Figure 1. Clock nets (run 1).
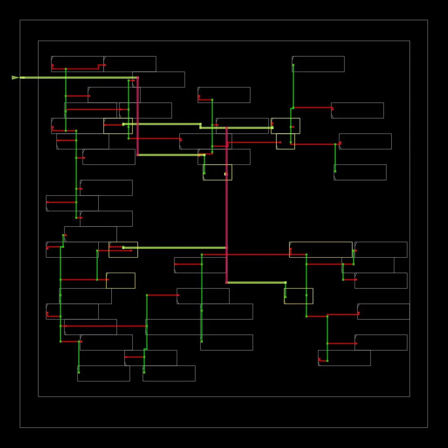
Figure 2. Routed metal, one colour a layer (run 1).
(4 px per um)
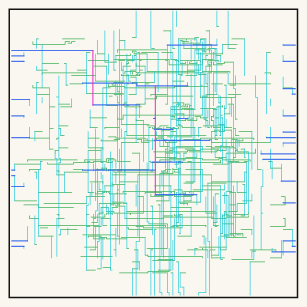
Figure 3. Ports around the boundary (run 1).
(4 px per um) Pins as bars across the die edge, other pins in grey.
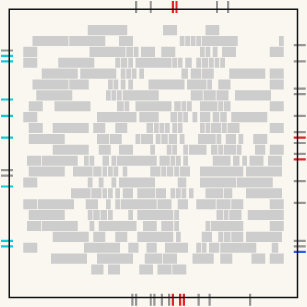
===== src/rtl/fifo_pkg.sv =====
`default_nettype none
// ---------------------------------------------------------------------------
// fifo_pkg : shared Gray/binary helpers and synchronizer depth limits
// Rev 1.0
// ---------------------------------------------------------------------------
package fifo_pkg;

  localparam int SYNC_STAGES_MIN = 2;
  localparam int SYNC_STAGES_MAX = 4;
  localparam int GRAY_MAX_WIDTH  = 32;

  // Callers zero-extend into GRAY_MAX_WIDTH and cast the result back down;
  // leading zeros leave both conversions unchanged in the low bits.
  function automatic logic [GRAY_MAX_WIDTH-1:0] bin2gray(input logic [GRAY_MAX_WIDTH-1:0] b);
    return b ^ (b >> 1);
  endfunction

  function automatic logic [GRAY_MAX_WIDTH-1:0] gray2bin(input logic [GRAY_MAX_WIDTH-1:0] g);
    logic [GRAY_MAX_WIDTH-1:0] b;
    b = g;
    for (int i = 1; i < GRAY_MAX_WIDTH; i++) begin
      b = b ^ (g >> i);
    end
    return b;
  endfunction

endpackage
`default_nettype wire


===== src/rtl/sync_ndff.sv =====
`default_nettype none
// ---------------------------------------------------------------------------
// sync_ndff : STAGES-deep multi-flop synchronizer, async active-low reset
// Rev 1.0
// ---------------------------------------------------------------------------
module sync_ndff #(
  parameter int WIDTH  = 1,
  parameter int STAGES = 2
) (
  input  logic             r_clk_i,
  input  logic             r_rst_i,
  input  logic [WIDTH-1:0] d_i,
  output logic [WIDTH-1:0] q_o
);

  logic [WIDTH-1:0] r_q [STAGES];

  always_ff @(posedge r_clk_i or negedge r_rst_i) begin
    if (!r_rst_i) begin
      for (int i = 0; i < STAGES; i++) begin
        r_q[i] <= '0;
      end
    end else begin
      r_q[0] <= d_i;
      for (int i = 1; i < STAGES; i++) begin
        r_q[i] <= r_q[i-1];
      end
    end
  end

  assign q_o = r_q[STAGES-1];

endmodule
`default_nettype wire


===== src/rtl/gray_ptr_sync_rd.sv =====
`default_nettype none
// ---------------------------------------------------------------------------
// gray_ptr_sync_rd : async-FIFO read-side pointer logic (sync, empty, level).
// Optional Gray-step checker enabled by macro GRAY_PTR_SYNC_CHECK_EN. Rev 1.0
// ---------------------------------------------------------------------------
module gray_ptr_sync_rd
  import fifo_pkg::*;
#(
  parameter int PTR_WIDTH   = 8,
  parameter int SYNC_STAGES = 2
) (
  input  logic                 r_clk_i,
  input  logic                 r_rst_i,
  input  logic [PTR_WIDTH-1:0] w_ptr_gray_i,
  input  logic                 r_en_i,
  output logic [PTR_WIDTH-1:0] r_ptr_gray_o,
  output logic [PTR_WIDTH-2:0] r_addr_o,
  output logic                 r_empty_o,
  output logic [PTR_WIDTH-1:0] r_level_o,
  output logic [PTR_WIDTH-1:0] r_w_ptr_o,
  output logic                 r_err_o
);

  if (SYNC_STAGES < SYNC_STAGES_MIN || SYNC_STAGES > SYNC_STAGES_MAX) begin : g_bad_sync_stages
    $error("gray_ptr_sync_rd: SYNC_STAGES must be within 2..4");
  end
  if (PTR_WIDTH < 2 || PTR_WIDTH > GRAY_MAX_WIDTH) begin : g_bad_ptr_width
    $error("gray_ptr_sync_rd: PTR_WIDTH must be within 2..32");
  end

  logic [PTR_WIDTH-1:0] w_wgs;
  logic [PTR_WIDTH-1:0] r_rb;
  logic [PTR_WIDTH-1:0] w_rb_next;
  logic [PTR_WIDTH-1:0] w_rb_next_gray;
  logic                 w_rd;

  sync_ndff #(
    .WIDTH  (PTR_WIDTH),
    .STAGES (SYNC_STAGES)
  ) u_sync (
    .r_clk_i (r_clk_i),
    .r_rst_i (r_rst_i),
    .d_i     (w_ptr_gray_i),
    .q_o     (w_wgs)
  );

  assign r_w_ptr_o      = PTR_WIDTH'(gray2bin(GRAY_MAX_WIDTH'(w_wgs)));
  assign w_rd           = r_en_i && !r_empty_o;
  assign w_rb_next      = r_rb + {{(PTR_WIDTH-1){1'b0}}, w_rd};
  assign w_rb_next_gray = PTR_WIDTH'(bin2gray(GRAY_MAX_WIDTH'(w_rb_next)));
  assign r_addr_o       = r_rb[PTR_WIDTH-2:0];

  // Flags are computed from the next read pointer so a read and a write step
  // landing on the same edge are both reflected in one update.
  always_ff @(posedge r_clk_i or negedge r_rst_i) begin
    if (!r_rst_i) begin
      r_rb         <= '0;
      r_ptr_gray_o <= '0;
      r_empty_o    <= 1'b1;
      r_level_o    <= '0;
    end else begin
      r_rb         <= w_rb_next;
      r_ptr_gray_o <= w_rb_next_gray;
      r_empty_o    <= (w_rb_next_gray == w_wgs);
      r_level_o    <= r_w_ptr_o - w_rb_next;
    end
  end

`ifdef GRAY_PTR_SYNC_CHECK_EN
  logic [PTR_WIDTH-1:0] r_wgs_prev;
  logic                 r_err;

  always_ff @(posedge r_clk_i or negedge r_rst_i) begin
    if (!r_rst_i) begin
      r_wgs_prev <= '0;
      r_err      <= 1'b0;
    end else begin
      r_wgs_prev <= w_wgs;
      if ($countones(r_wgs_prev ^ w_wgs) > 1) begin
        r_err <= 1'b1;
      end
    end
  end

  assign r_err_o = r_err;
`else
  assign r_err_o = 1'b0;
`endif

endmodule
`default_nettype wire


===== config.mk =====
export PLATFORM = sky130hd
export DESIGN_NAME = gray_ptr_sync_rd
export DESIGN_NICKNAME = d
export VERILOG_FILES = /design/src/rtl/fifo_pkg.sv /design/src/rtl/sync_ndff.sv /design/src/rtl/gray_ptr_sync_rd.sv
export SDC_FILE = /design/constraint.sdc
export NUM_CORES = 1
export LEC_CHECK = 0
export ABC_AREA = 1
export CORE_MARGIN = 3
export CORE_UTILIZATION = 45
export CTS_CLUSTER_SIZE = 16
export DETAILED_ROUTE_END_ITERATION = 16
export PLACE_DENSITY_LB_ADDON = 0.05
export SYNTH_ARGS = -nofsm -noshare
export SYNTH_HDL_FRONTEND = slang
export SYNTH_HIERARCHICAL = 1
export SYNTH_SLANG_ARGS = --single-unit

===== constraint.sdc =====
create_clock -name r_clk_i -period 3.11 [get_ports r_clk_i]
set_clock_uncertainty 0.15 [all_clocks]
set_input_delay 0.622 -clock r_clk_i [delete_from_list [all_inputs] [get_ports r_clk_i]]
set_output_delay 0.622 -clock r_clk_i [all_outputs]
set_load 0.05 [all_outputs]

==> summary.txt, run 1 <==
yosys + openroad results -> critical path class=input port to flop, clock root buffer=clkbuf_8, max capacitance violation total=0, Signal buffers=roughly 50, Crit path max-delay family=adder cells, Final Hold Vio Count=0, Final Cycle Share=94.5%, Die Ht=between 70 and 80 um, CP peak stage delay=roughly 0.46 ns, Init Core Util=between 40 and 50%, Flops after synth=40, Finished Cell Area=roughly 2600 um2, gr busiest metal=met2, Comb gates=130, hold path depth=0, # IOs=approximately 44, die area=5140 um2, Synthesis Warnings=6, met3 wire len=215 um, Syn Area/Cell=9.42 um2, DP HPWL=about 3000 um, GRT overflow=0, drt drc=0, 1st-iter DRT viols=53, buffering overhead=17.8%, Yosys chip area=about 1900 um2, initial antenna violation count=0, area delta synth->final=33.9%, layout cells sized above 1=between 10% and 20%, post-layout min period=between 2 and 3 ns, largest net degree at the start of global routing=41, Max-slew headroom=44.5%, metal2 WL=~2000 um, flip-flops with a built-in enable=0, clk cell area share=under 10%, Worst path slowest cell=clkdlybuf4s50_1, PostCTS Resize Cnt=0, worst setup path startpoint=r_en_i, setup bufs post-CTS=0, FF/Latch Area=~1000 um2, Comb area share=32.6%, unrepaired setup endpoints after global routing=false, reg2reg start=u_sync/q_o[6]$_DFF_PN0_, post-synth top area cell=dfrtp_1, CP Cell Sequence=clkdlybuf4s50_1 > inv_1 > nor2_1 > ha_1 > ha_1 > nand2_1 > nor2_2 > nand2_1 > nand2_1 > nand2_1 > ha_1 > inv_1 > o31ai_1 > a21oi_1 > xor2_1, Post-Route WL=3850 um, Synth Instances=slightly above 200, hold crit path type=flop to flop, Non-clock inverters=27, synthesized area=around 1900 um2, crit path launch type=input port, Crit path required time=3.13 ns, Top FF cell, synth=dfrtp_1, outcome=completed, R2R cell count=13, placed cell areas=2470 um2, yosys cell count=206, sequential cell area share=38.6%, Critical Path End Type=flop, remaining antenna violation count=0, most numerous logic cells after layout=nand2_1, dfrtp_1, clkdlybuf4s50_1, DRT Pass-1 Iters=4
About Figure 1:
flop count: 40
CTS buffer count: 5
clock buffers: 6

About Figure 2:
[magenta] M4 | wire length: 40.8 um
[blue] M3 | wire length: 215 um
[green] M1 | wire length: 1550 um
[cyan] M2 | wire length: 2040 um
post-DR wirelength/cell: 12.6 um
Global Route Usage Sum: 16.7%

About Figure 3:
[blue] r_rst_i | pins: 1 | direction: input | edge: right
[red] r_addr_o | pins: 7 | direction: output | edge: 3 bottom, 2 right, 2 top
[cyan] w_ptr_gray_i | pins: 8 | direction: input | edge: left
all pins by edge: 15 right, 12 bottom, 11 left, 6 top

==> run 2, diff against run 1 <==
--- a/config.mk
+++ b/config.mk
@@ -13,5 +13,4 @@
 export PLACE_DENSITY_LB_ADDON = 0.05
 export SYNTH_ARGS = -nofsm -noshare
 export SYNTH_HDL_FRONTEND = slang
-export SYNTH_HIERARCHICAL = 1
 export SYNTH_SLANG_ARGS = --single-unit
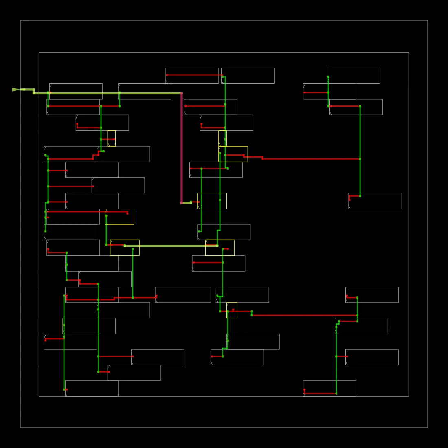
Figure 4: run 2, clock nets.
clock buffers: 7
CTS sink count: 40

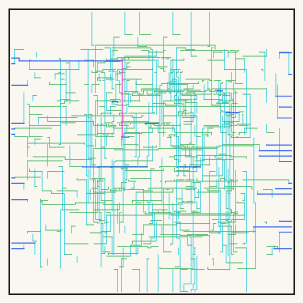
Figure 5: run 2, routed metal, one colour a layer.
(4 px per um)
[cyan] M2 | wire length: 1780 um
[blue] M3 | wire length: 158 um
[green] M1 | wire length: 1580 um
[magenta] M4 | wire length: 19.0 um
post-DR wirelength/cell: 11.6 um
Global Route Usage Sum: 15.8%
DR vias: 1424

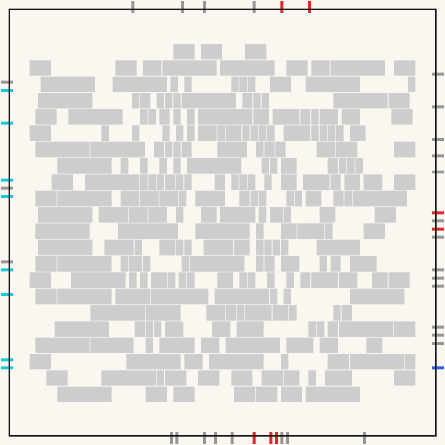
Figure 6: run 2, ports around the boundary.
(6 px per um) Pins as bars across the die edge, other pins in grey.
[blue] r_rst_i | pins: 1 | direction: input | edge: right
[red] r_addr_o | pins: 7 | direction: output | edge: 3 bottom, 2 right, 2 top
[cyan] w_ptr_gray_i | pins: 8 | direction: input | edge: left
all pins by edge: 16 right, 11 bottom, 11 left, 6 top

==> run 2 against run 1 <==
Compared with the run above: count of clock-buffer cells in the layout is 1 higher; synthesized cell count down 3.9%; area after synthesis is 2.5% lower; sequential share of layout area up 0.64 points; critical endpoint is now r_w_ptr_o[5]; worst hold slack worse by 0.0025 ns.
==> summary.txt, run 2 <==
yosys + openroad results -> 1st-iter DRT viols=26 (-51%), Post-Route WL=3540 um (-7.9%), post-synth top area cell=dfrtp_1, Top cell excl fill/tap=nand2_1, CP peak stage delay=0.81 ns (+0.35 ns), sequential cell area share=39.2% (+0.64 points), Crit path max-delay family=buffers and inverters, flip-flops with a built-in enable=0 (unchanged), outcome=completed, Critical Path End Type=output pin, Final Hold Vio Count=0 (unchanged), Non-clock inverters=29 (+7.4%), placed cell areas=2450 um2 (-0.66%), PostCTS Resize Cnt=0 (unchanged), initial antenna violation count=0 (unchanged), max capacitance violation total=0 (unchanged), unrepaired setup endpoints after global routing=false, Final Cycle Share=95.7% (+1.2 points), crit path launch type=flop, R2R cell count=13 (unchanged), die area=5020 um2 (-2.2%), remaining antenna violation count=0 (unchanged), largest net degree at the start of global routing=41 (unchanged), Max-slew headroom=43.1% (-1.3 points), Comb gates=127 (-2.3%), met3 wire len=157 um (-27%), # IOs=44 (unchanged), FF/Latch Area=1000 um2 (unchanged), Synth Instances=198 (-3.9%), setup bufs post-CTS=0 (unchanged), Signal buffers=54 (+8.0%), synthesized area=1890 um2 (-2.5%), gr busiest metal=met2, Crit path required time=2.34 ns (-0.79 ns), hold crit path type=flop to flop, reg2reg start=u_sync.q_o[6]$_DFF_PN0_, GRT overflow=0 (unchanged), Yosys chip area=1890 um2 (-2.5%), clock root buffer=clkbuf_8, layout cells sized above 1=14.0% (-1.3 points), Die Ht=70.9 um (-1.1%), DRT Pass-1 Iters=4 (unchanged), Worst path slowest cell=clkdlybuf4s50_1, Top FF cell, synth=dfrtp_1, post-layout min period=2.98 ns (+0.0376 ns), Synthesis Warnings=0 (-6), hold path depth=0 (unchanged), CP Cell Sequence=xor2_4 > buf_4 > xor2_1 > inv_1 > clkdlybuf4s50_1, clk cell area share=3.18% (-1.5 points), most numerous logic cells after layout=nand2_1, dfrtp_1, clkdlybuf4s50_1, Comb area share=30.9% (-1.8 points), metal2 WL=1780 um (-13%), drt drc=0 (unchanged), worst setup path startpoint=u_sync.q_o[6]$_DFF_PN0_, buffering overhead=19.5% (+1.7 points), CTS buffer count=5 (unchanged)
==> run 3, diff against run 2 <==
--- a/config.mk
+++ b/config.mk
@@ -5,7 +5,6 @@
 export SDC_FILE = /design/constraint.sdc
 export NUM_CORES = 1
 export LEC_CHECK = 0
-export ABC_AREA = 1
 export CORE_MARGIN = 3
 export CORE_UTILIZATION = 45
 export CTS_CLUSTER_SIZE = 16
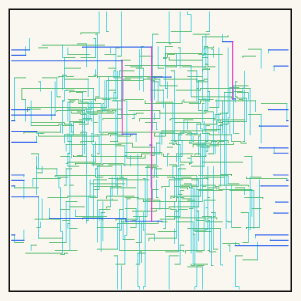
Figure 7: run 3, routed metal, one colour a layer.
(4 px per um)
[blue] M3 | wire length: 212 um
[cyan] M2 | wire length: 1730 um
[magenta] M4 | wire length: 76.2 um
[green] M1 | wire length: 1540 um
Post-Route WL: 3560 um
DR vias: 1241
post-DR wirelength/cell: 13.3 um
Global Route Usage Sum: 16.3%

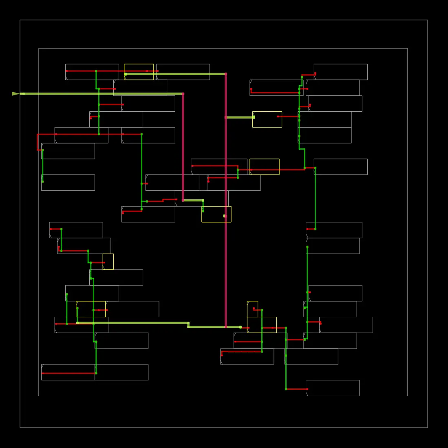
Figure 8: run 3, clock nets.
clock buffers: 6
Late-Pin Clk Latency: 0.29 ns

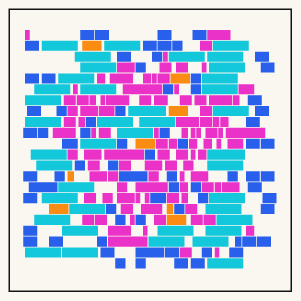
Figure 9: run 3, cell classes on the final placement.
(4 px per um)
[cyan] sequential cells | cells: 40
[blue] remaining buffers and delay cells | cells: 73
[magenta] remaining logic cells | cells: 99
[orange] clock drivers and dummy loads | cells: 8
Finished Cell Area: 2730 um2
FP Rows: 22

==> run 3 against run 2 <==
Compared with the run above: the run now ends with negative setup slack left; non-clock buffer count increased by 19; critical path depth grew 9; worst setup slack got worse by 0.25 ns; critical endpoint is now r_level_o[7]$_DFF_PN0_.
==> summary.txt, run 3 <==
yosys + openroad results -> R2R cell count=14 (+1), die area=4920 um2 (-2.0%), CP peak stage delay=0.44 ns (-0.37 ns), gr busiest metal=met2, reg2reg start=u_sync.q_o[6]$_DFF_PN0_, Crit path required time=3.13 ns (+0.79 ns), unrepaired setup endpoints after global routing=true, GRT overflow=0 (unchanged), max capacitance violation total=0 (unchanged), Final WS setup=-0.113 ns, Critical Path End Type=flop, post-synth top area cell=dfrtp_1, CP Cell Sequence=xor2_4 > xnor2_2 > xor2_2 > xnor2_4 > xnor2_2 > xor2_1 > ha_2 > inv_2 > buf_6 > a21o_1 > a21o_1 > a21o_1 > o41a_1 > xnor2_1, hold path depth=0 (unchanged), crit path launch type=flop, synthesized area=1850 um2 (-2.2%), Top FF cell, synth=dfrtp_1, Non-clock inverters=14 (-52%), violated checks=negative setup slack, hold crit path type=flop to flop, outcome=finished with violations, Synthesis Warnings=0 (unchanged), FF/Latch Area=1000 um2 (+0.12%), Final setup viols=3, buffering overhead=24.9% (+5.4 points), # IOs=44 (unchanged), Comb gates=85 (-33%), Worst path slowest cell=dfrtp_2, setup bufs post-CTS=4 (+4), Final Hold Vio Count=0 (unchanged), Synth Instances=144 (-27%), Crit path max-delay family=XOR/XNOR gates, Final Cycle Share=104% (+7.9 points), sequential cell area share=36.7% (-2.5 points), clock root buffer=clkbuf_8, CTS buffer count=5 (unchanged), layout cells sized above 1=29.5% (+16 points), CTS sink count=40 (unchanged), DRT Pass-1 Iters=4 (unchanged), clk cell area share=3.39% (+0.21 points), most numerous logic cells after layout=dfrtp_1, clkdlybuf4s50_1, buf_4, placed cell areas=2550 um2 (+3.9%), drt drc=0 (unchanged), metal2 WL=1730 um (-3.1%), Signal buffers=73 (+35%)
